## src/rtl/led_strip_driver.sv

```systemverilog
// ---------------------------------------------------------------------------
// led_strip_driver
//
// Serial transmitter for chains of clocked-serial RGB LEDs (SDI/CKI parts).
// Pixels arrive one at a time over a valid/ready handshake, are reordered
// into the strip's color order, and are shifted out MSB-first on SDO with a
// divided clock on CKO. After the last pixel of a frame, CKO is held low for
// LATCH_CYCLES clocks so the strip latches. If the source stalls for that
// long mid-frame, the strip latches a partial frame. The driver reports this
// as an underrun and starts a new frame with the next pixel.
//
// Parameters
//   LEDS         pixels per frame
//   BPC          bits per color channel, pixel width W = 3*BPC
//   CLK_DIV      system clocks per CKO half-period
//   LATCH_CYCLES CKO-low system clocks that latch the strip
//
// Ports
//   clk          system clock, rising edge
//   rst          asynchronous active-high reset
//   pixel        {R,G,B} pixel, R in the MSBs
//   pixel_valid  upstream has a pixel
//   pixel_ready  driver accepts pixel this cycle (IDLE or WAIT)
//   order        color order, sampled on accept: 0 RGB, 1 GRB, 2 BRG, 3 RGB
//   SDO          serial data to the first LED
//   CKO          serial clock to the first LED
//   busy         high in every state except IDLE
//   done         one-cycle pulse when the latch gap completes
//   underrun     one-cycle pulse when a frame is aborted by a pixel gap
//
// state | meaning
// ------+---------------------------------------------------------------
// IDLE  | no frame in progress, ready for the first pixel of a frame
// SHIFT | serializing the current pixel, low phase then high phase per bit
// WAIT  | between pixels of a frame, CKO low, counting the gap
// LATCH | frame complete, CKO and SDO low for LATCH_CYCLES clocks
// ---------------------------------------------------------------------------
module led_strip_driver #(
   parameter int LEDS         = 5,
   parameter int BPC          = 8,
   parameter int CLK_DIV      = 2,
   parameter int LATCH_CYCLES = 6250
) (
   input  logic               clk,
   input  logic               rst,
   input  logic [3*BPC-1:0]   pixel,
   input  logic               pixel_valid,
   output logic               pixel_ready,
   input  logic [1:0]         order,
   output logic               SDO,
   output logic               CKO,
   output logic               busy,
   output logic               done,
   output logic               underrun
);

   localparam int W     = 3 * BPC;
   localparam int BIT_W = $clog2(W);
   localparam int PIX_W = $clog2(LEDS + 1);
   localparam int DIV_W = (CLK_DIV > 1) ? $clog2(CLK_DIV) : 1;
   localparam int GAP_W = $clog2(LATCH_CYCLES + 1);

   localparam logic [BIT_W-1:0] BIT_LAST = BIT_W'(W - 1);
   localparam logic [PIX_W-1:0] PIX_ONE  = PIX_W'(1);
   localparam logic [PIX_W-1:0] PIX_LEDS = PIX_W'(LEDS);
   localparam logic [DIV_W-1:0] DIV_LAST = DIV_W'(CLK_DIV - 1);
   localparam logic [DIV_W-1:0] DIV_ONE  = DIV_W'(1);
   localparam logic [GAP_W-1:0] GAP_LAST = GAP_W'(LATCH_CYCLES - 1);
   localparam logic [GAP_W-1:0] GAP_ONE  = GAP_W'(1);

   typedef enum logic [1:0] {
      IDLE  = 2'd0,
      SHIFT = 2'd1,
      WAIT  = 2'd2,
      LATCH = 2'd3
   } state_t;

   state_t             state_q, state_d;
   logic [W-1:0]       shreg_q, shreg_d;
   logic [BIT_W-1:0]   bit_cnt_q, bit_cnt_d;
   logic               phase_q, phase_d;     // 0 = low phase, 1 = high phase
   logic [DIV_W-1:0]   div_cnt_q, div_cnt_d;
   logic [PIX_W-1:0]   pix_cnt_q, pix_cnt_d;
   logic [GAP_W-1:0]   gap_cnt_q, gap_cnt_d;
   logic               sdo_q, sdo_d;
   logic               cko_q, cko_d;
   logic               busy_q, busy_d;
   logic               ready_q, ready_d;
   logic               done_q, done_d;
   logic               underrun_q, underrun_d;

   logic [BPC-1:0]     r_ch, g_ch, b_ch;
   logic [W-1:0]       reord;
   logic               accept;
   logic               load;

   assign r_ch = pixel[3*BPC-1 -: BPC];
   assign g_ch = pixel[2*BPC-1 -: BPC];
   assign b_ch = pixel[BPC-1:0];

   // First transmitted channel goes to the MSBs of the shift register.
   always_comb begin
      reord = {r_ch, g_ch, b_ch};
      case (order)
         2'd1:    reord = {g_ch, r_ch, b_ch};
         2'd2:    reord = {b_ch, r_ch, g_ch};
         default: reord = {r_ch, g_ch, b_ch};
      endcase
   end

   assign accept = pixel_valid & ready_q;

   always_comb begin
      state_d    = state_q;
      shreg_d    = shreg_q;
      bit_cnt_d  = bit_cnt_q;
      phase_d    = phase_q;
      div_cnt_d  = div_cnt_q;
      pix_cnt_d  = pix_cnt_q;
      gap_cnt_d  = gap_cnt_q;
      sdo_d      = sdo_q;
      cko_d      = cko_q;
      done_d     = 1'b0;
      underrun_d = 1'b0;
      load       = 1'b0;

      case (state_q)
         IDLE: begin
            if (accept) load = 1'b1;
         end

         WAIT: begin
            if (accept) begin
               load = 1'b1;
            end else if (gap_cnt_q == GAP_LAST) begin
               // Strip has already latched what it received; restart the frame.
               state_d    = IDLE;
               underrun_d = 1'b1;
               pix_cnt_d  = '0;
               gap_cnt_d  = '0;
            end else begin
               gap_cnt_d = gap_cnt_q + GAP_ONE;
            end
         end

         SHIFT: begin
            if (div_cnt_q != '0) begin
               div_cnt_d = div_cnt_q - DIV_ONE;
            end else begin
               div_cnt_d = DIV_LAST;
               if (!phase_q) begin
                  phase_d = 1'b1;
                  cko_d   = 1'b1;
               end else begin
                  phase_d = 1'b0;
                  cko_d   = 1'b0;
                  if (bit_cnt_q == BIT_LAST) begin
                     bit_cnt_d = '0;
                     gap_cnt_d = '0;
                     if (pix_cnt_q < PIX_LEDS) begin
                        state_d = WAIT;
                     end else begin
                        state_d = LATCH;
                        sdo_d   = 1'b0;
                     end
                  end else begin
                     // Rotate rather than shift so every register bit stays in use;
                     // the wrapped bit is never transmitted.
                     bit_cnt_d = bit_cnt_q + BIT_W'(1);
                     shreg_d   = {shreg_q[W-2:0], shreg_q[W-1]};
                     sdo_d     = shreg_q[W-2];
                  end
               end
            end
         end

         LATCH: begin
            if (gap_cnt_q == GAP_LAST) begin
               state_d   = IDLE;
               done_d    = 1'b1;
               pix_cnt_d = '0;
               gap_cnt_d = '0;
            end else begin
               gap_cnt_d = gap_cnt_q + GAP_ONE;
            end
         end

         default: state_d = IDLE;
      endcase

      if (load) begin
         state_d   = SHIFT;
         shreg_d   = reord;
         sdo_d     = reord[W-1];
         cko_d     = 1'b0;
         bit_cnt_d = '0;
         phase_d   = 1'b0;
         div_cnt_d = DIV_LAST;
         pix_cnt_d = pix_cnt_q + PIX_ONE;
         gap_cnt_d = '0;
      end
   end

   // Status outputs are registered from the next state so they line up with it.
   always_comb begin
      busy_d  = (state_d != IDLE);
      ready_d = (state_d == IDLE) || (state_d == WAIT);
   end

   always_ff @(posedge clk or posedge rst) begin
      if (rst) begin
         state_q    <= IDLE;
         shreg_q    <= '0;
         bit_cnt_q  <= '0;
         phase_q    <= 1'b0;
         div_cnt_q  <= '0;
         pix_cnt_q  <= '0;
         gap_cnt_q  <= '0;
         sdo_q      <= 1'b0;
         cko_q      <= 1'b0;
         busy_q     <= 1'b0;
         ready_q    <= 1'b1;
         done_q     <= 1'b0;
         underrun_q <= 1'b0;
      end else begin
         state_q    <= state_d;
         shreg_q    <= shreg_d;
         bit_cnt_q  <= bit_cnt_d;
         phase_q    <= phase_d;
         div_cnt_q  <= div_cnt_d;
         pix_cnt_q  <= pix_cnt_d;
         gap_cnt_q  <= gap_cnt_d;
         sdo_q      <= sdo_d;
         cko_q      <= cko_d;
         busy_q     <= busy_d;
         ready_q    <= ready_d;
         done_q     <= done_d;
         underrun_q <= underrun_d;
      end
   end

   assign pixel_ready = ready_q;
   assign SDO         = sdo_q;
   assign CKO         = cko_q;
   assign busy        = busy_q;
   assign done        = done_q;
   assign underrun    = underrun_q;

endmodule

```

## config.mk

```make
export PLATFORM = sky130hd
export DESIGN_NAME = led_strip_driver
export DESIGN_NICKNAME = d
export VERILOG_FILES = /design/src/rtl/led_strip_driver.sv
export SDC_FILE = /design/constraint.sdc
export NUM_CORES = 1
export LEC_CHECK = 0
export ABC_AREA = 1
export CORE_MARGIN = 8
export CORE_UTILIZATION = 57
export CTS_CLUSTER_SIZE = 16
export DETAILED_ROUTE_END_ITERATION = 8
export PLACE_DENSITY = 0.9
export SYNTH_ARGS = -nofsm -noshare
export SYNTH_HDL_FRONTEND = slang
export SYNTH_SLANG_ARGS = --single-unit
export TNS_END_PERCENT = 20
```

## constraint.sdc

```tcl
create_clock -name clk -period 2.3 [get_ports clk]
set_clock_uncertainty 0.2 [all_clocks]
set_input_delay 0.345 -clock clk [delete_from_list [all_inputs] [get_ports clk]]
set_output_delay 0.345 -clock clk [all_outputs]
set_load 0.01 [all_outputs]
```

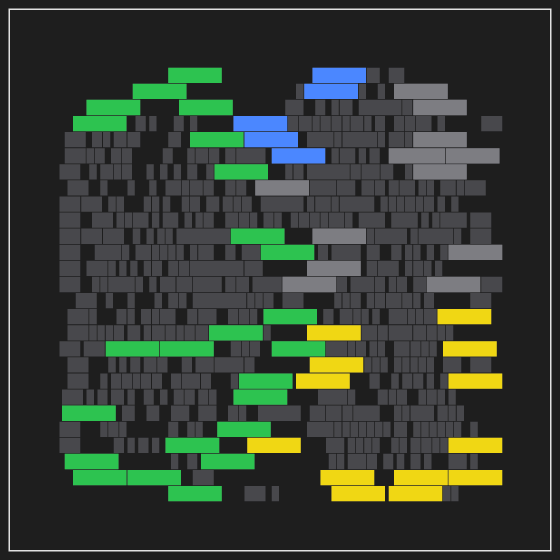
Run 1: where the registers sit
Other sequential cells in the stronger grey, the rest of the logic in the fainter grey.
signal	colour	flops
gap_cnt_q	yellow	13
shreg_q	green	24
bit_cnt_q	blue	5
not coloured	12

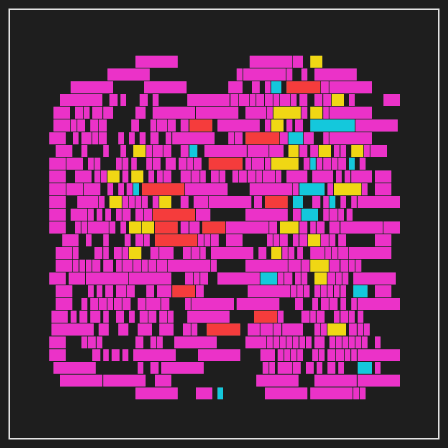
Run 1: sizing map
size	colour	cells	share
_0 and _1 cells	magenta	425	89%
_2 cells	cyan	15	3.1%
_3 and _4 cells	yellow	24	5.0%
_6 and larger	red	13	2.7%

==> changes_impl.md, run 1 <==
## Flow update

* Outcome: complete, no violations
* Log Warnings at 31
* Simple-Gate Fraction of Synth Area at 0.2149
* Critical path cell sequence: inv_2 -> ha_1 -> inv_1 -> a21oi_4 -> inv_4 -> a21oi_4 -> buf_12 -> clkbuf_16 -> o221ai_1 -> o21ai_0
* Slew Limit Headroom at 0.7366
* Antenna violations before repair at 0
* Static leakage at 0.001843 uW
* Crit-path most repeated cell: a21oi_4
* Max cap viols at 0
* CTS tree: yes
* TritonRoute pass-1 iters at 5
* Adder Share, Synth at 0.03873
* Top cells by area: dfrtp_1, nand2_1, o21ai_0
* Worst-path cell with the longest stage delay: dfrtp_1
* Worst EP required at 2320 ps
* Tcrit/Tclk final at 0.9619
* Final setup violation count at 0
* CP endpoint kind: flop
* Cell taking the most area after synthesis: dfrtp_1
* Top cell category: combinational gates
* Non-clock inverters at 62
* Crit path DAT at 2230 ps
* CP max FO at 9
* Post CTS Setup Buffer Count at 0
* Pins Over Slew Limit at 0
* Max reg flops at 24
* Peak VDD IR at 277.5 uV
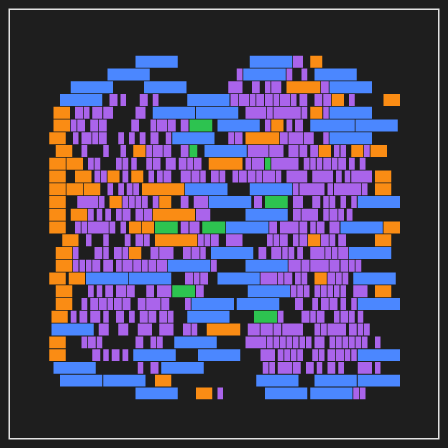
Run 1: cells coloured by class
class	colour	cells	share of their area
other buffers and delay cells	orange	57	16%
clock drivers and dummy loads	green	8	2.4%
combinational and other logic	purple	358	47%
flops	blue	54	35%
flop share of the area: 0.3420
FP Rows: 27
final instance area: 0.003955 mm^2
core box area: 0.005507 mm^2

[run 1: worst paths after layout]
path,slack (ps),endpoint
hold reg to reg,320,pix_cnt_q[1]
setup / recovery,90,shreg_q[21]
min in group clk,320,pix_cnt_q[1]
setup reg to reg,90,shreg_q[21]
hold / removal,130,gap_cnt_q[3]
max in group asynchronous,1250,bit_cnt_q[1]
[run 1: layout by cell type (no fill, tap or decap), types with 2 or more instances in the layout]
master	Yosys	final
nand2_1	67	67
nor2_1	61	61
inv_1	57	55
dfrtp_1	53	53
o21ai_0	50	50
clkdlybuf4s50_1	0	34
a21oi_1	31	31
o22ai_1	18	18
buf_4	2	16
nand3_1	14	14
ha_1	10	9
o221ai_1	7	7
nor3_1	6	6
clkbuf_8	0	6
inv_2	4	5
nand4_1	4	4
buf_12	0	4
xor2_1	3	3
clkbuf_16	0	3
a21oi_4	1	2
inv_4	1	2
o21ai_1	2	2
o21ai_2	2	2
o21a_1	2	2
o31ai_1	2	2
nor2_4	2	2
xnor2_1	2	2
[run 1: where the power goes]
part | switching (uW) | internal (uW)
logic | 86.8 | 77.0
clock network | 299 | 244
registers | 0 | 949
total | 386 | 1270
[run 1: critical path: cells and delay by family, from the launching register on]
kind / cells / cell delay (ps)
DFF: 1 / 440
AOI/OAI and AO/OA: 4 / 670
adders and majority gates: 1 / 180
buffers and inverters: 5 / 610
[run 1: per-layer routing]
layer | wire, um | vias up | global-route usage
met5 | 0 | - | 0
met4 | 225 | 0 | 0.07231
met3 | 500 | 27 | 0.03786
met2 | 3807 | 128 | 0.3096
met1 | 3454 | 1455 | 0.2203
li1 | - | 1510 | -
--- run 2 (diff from run 1) ---
--- a/config.mk
+++ b/config.mk
@@ -8,7 +8,7 @@
 export ABC_AREA = 1
 export CORE_MARGIN = 8
 export CORE_UTILIZATION = 57
-export CTS_CLUSTER_SIZE = 16
+export CTS_CLUSTER_SIZE = 24
 export DETAILED_ROUTE_END_ITERATION = 8
 export PLACE_DENSITY = 0.9
 export SYNTH_ARGS = -nofsm -noshare
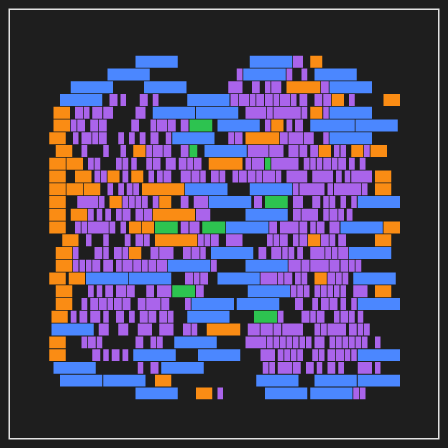
Run 2: cells coloured by class
final core occ: 0.7182

==> run 2 against run 1 <==
- routed wire length stayed put
- design area stayed put
- setup slack stayed put
- combinational power hardly changed
- worst hold slack stayed put
- fmax stayed put
- critical path depth stayed put
==> changes_impl.md, run 2 <==
## Flow update

* Outcome: complete, no violations
* Pint at 1269 uW (unchanged)
* Post CTS Setup Buffer Count at 0 (unchanged)
* Antenna violations before repair at 0 (unchanged)
* Max Used Layer: met4
* Critical path capture point: shreg_q[21]
* Crit path DAT at 2230 ps (about the same)
* Power share of the combinational group at 0.099 (about the same)
* Top cells excl fill/tap: nand2_1, nor2_1, inv_1, dfrtp_1, o21ai_0
* Peak VDD IR at 277.5 uV (unchanged)
* Slew Limit Headroom at 0.7366 (unchanged)
* CP max FO at 9 (unchanged)
* Max cap viols at 0 (unchanged)
* Pins Over Slew Limit at 0 (unchanged)
* TritonRoute pass-1 iters at 5 (unchanged)
* Static leakage at 0.001843 uW (unchanged)
* Seq pwr share at 0.573 (about the same)
* Clock Power Share at 0.328 (about the same)
* Log Warnings at 31 (unchanged)
* Routed wl met3 at 500 um (unchanged)
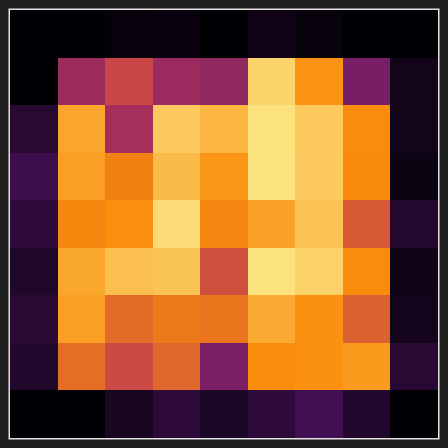
Run 2: placement density heat map
9 x 9 tiles, from black (low) to pale yellow (high), 0 to 100% covered.
tiles over 75% full	36%
densest ninth of the die	centre
nearly empty tiles	14%

## run 2: cell counts in the layout (fill, tap and decap cells not counted)
No cell type changed its count.
## run 2: area by class of cell
class | instances | area [um^2]
Multi-Input combinational cell | 296 | 1568
Clock buffer | 7 | 86.33
Timing Repair Buffer | 57 | 615.6
Sequential cell | 54 | 1353
Tap cell | 72 | 90.09
Clock inverter | 1 | 5.005
Fill cell | 422 | 1551
Inverter | 62 | 237.7
## run 2: power groups by stage
stage | Combinational [uW] | Clock, uW | Sequential, uW
2_1_floorplan | 68.2 | 0 | 967
3_3_place_gp | 159 | 0 | 967
3_5_place_dp | 161 | 0 | 967
4_1_cts | 161 | 552 | 949
5_1_grt | 179 | 584 | 949
6_report | 164 | 542 | 949
## run 2: cells by family after synthesis
family,after synthesis,share of synthesized area
fa+ha+maj,10,0.03873
simple gates,161,0.2150
flops,54,0.4187
xor+xnor,5,0.01356
buf+inv,77,0.09915
compound gates,120,0.2150
## run 2: worst max-delay path, cell delays in order, from the launching register on
cell and delay [ps]:
dfrtp_1 440, inv_2 120, ha_1 180, inv_1 90
a21oi_4 280, inv_4 110, a21oi_4 190, buf_12 150
clkbuf_16 140, o221ai_1 100, o21ai_0 100
## run 2: metal layers
metal	global-route usage	vias up
met2	0.3096	128
met4	0.07231	0
met3	0.03786	27
li1	-	1510
met1	0.2203	1455
met5	0	-
## run 2: worst min path at each step
stage | from | to | slack, ps | depth (start not counted)
after global placement | pix_cnt_q[1] | pix_cnt_q[1] | 290 | 2
after CTS | rst | gap_cnt_q[2] | 140 | 2
final | rst | gap_cnt_q[3] | 130 | 2
after floorplan | pix_cnt_q[1] | pix_cnt_q[1] | 270 | 2
after global routing | rst | gap_cnt_q[3] | 170 | 2
after detailed placement | pix_cnt_q[1] | pix_cnt_q[1] | 300 | 2
No activity file was given, so power comes from the tool's default toggle rates.
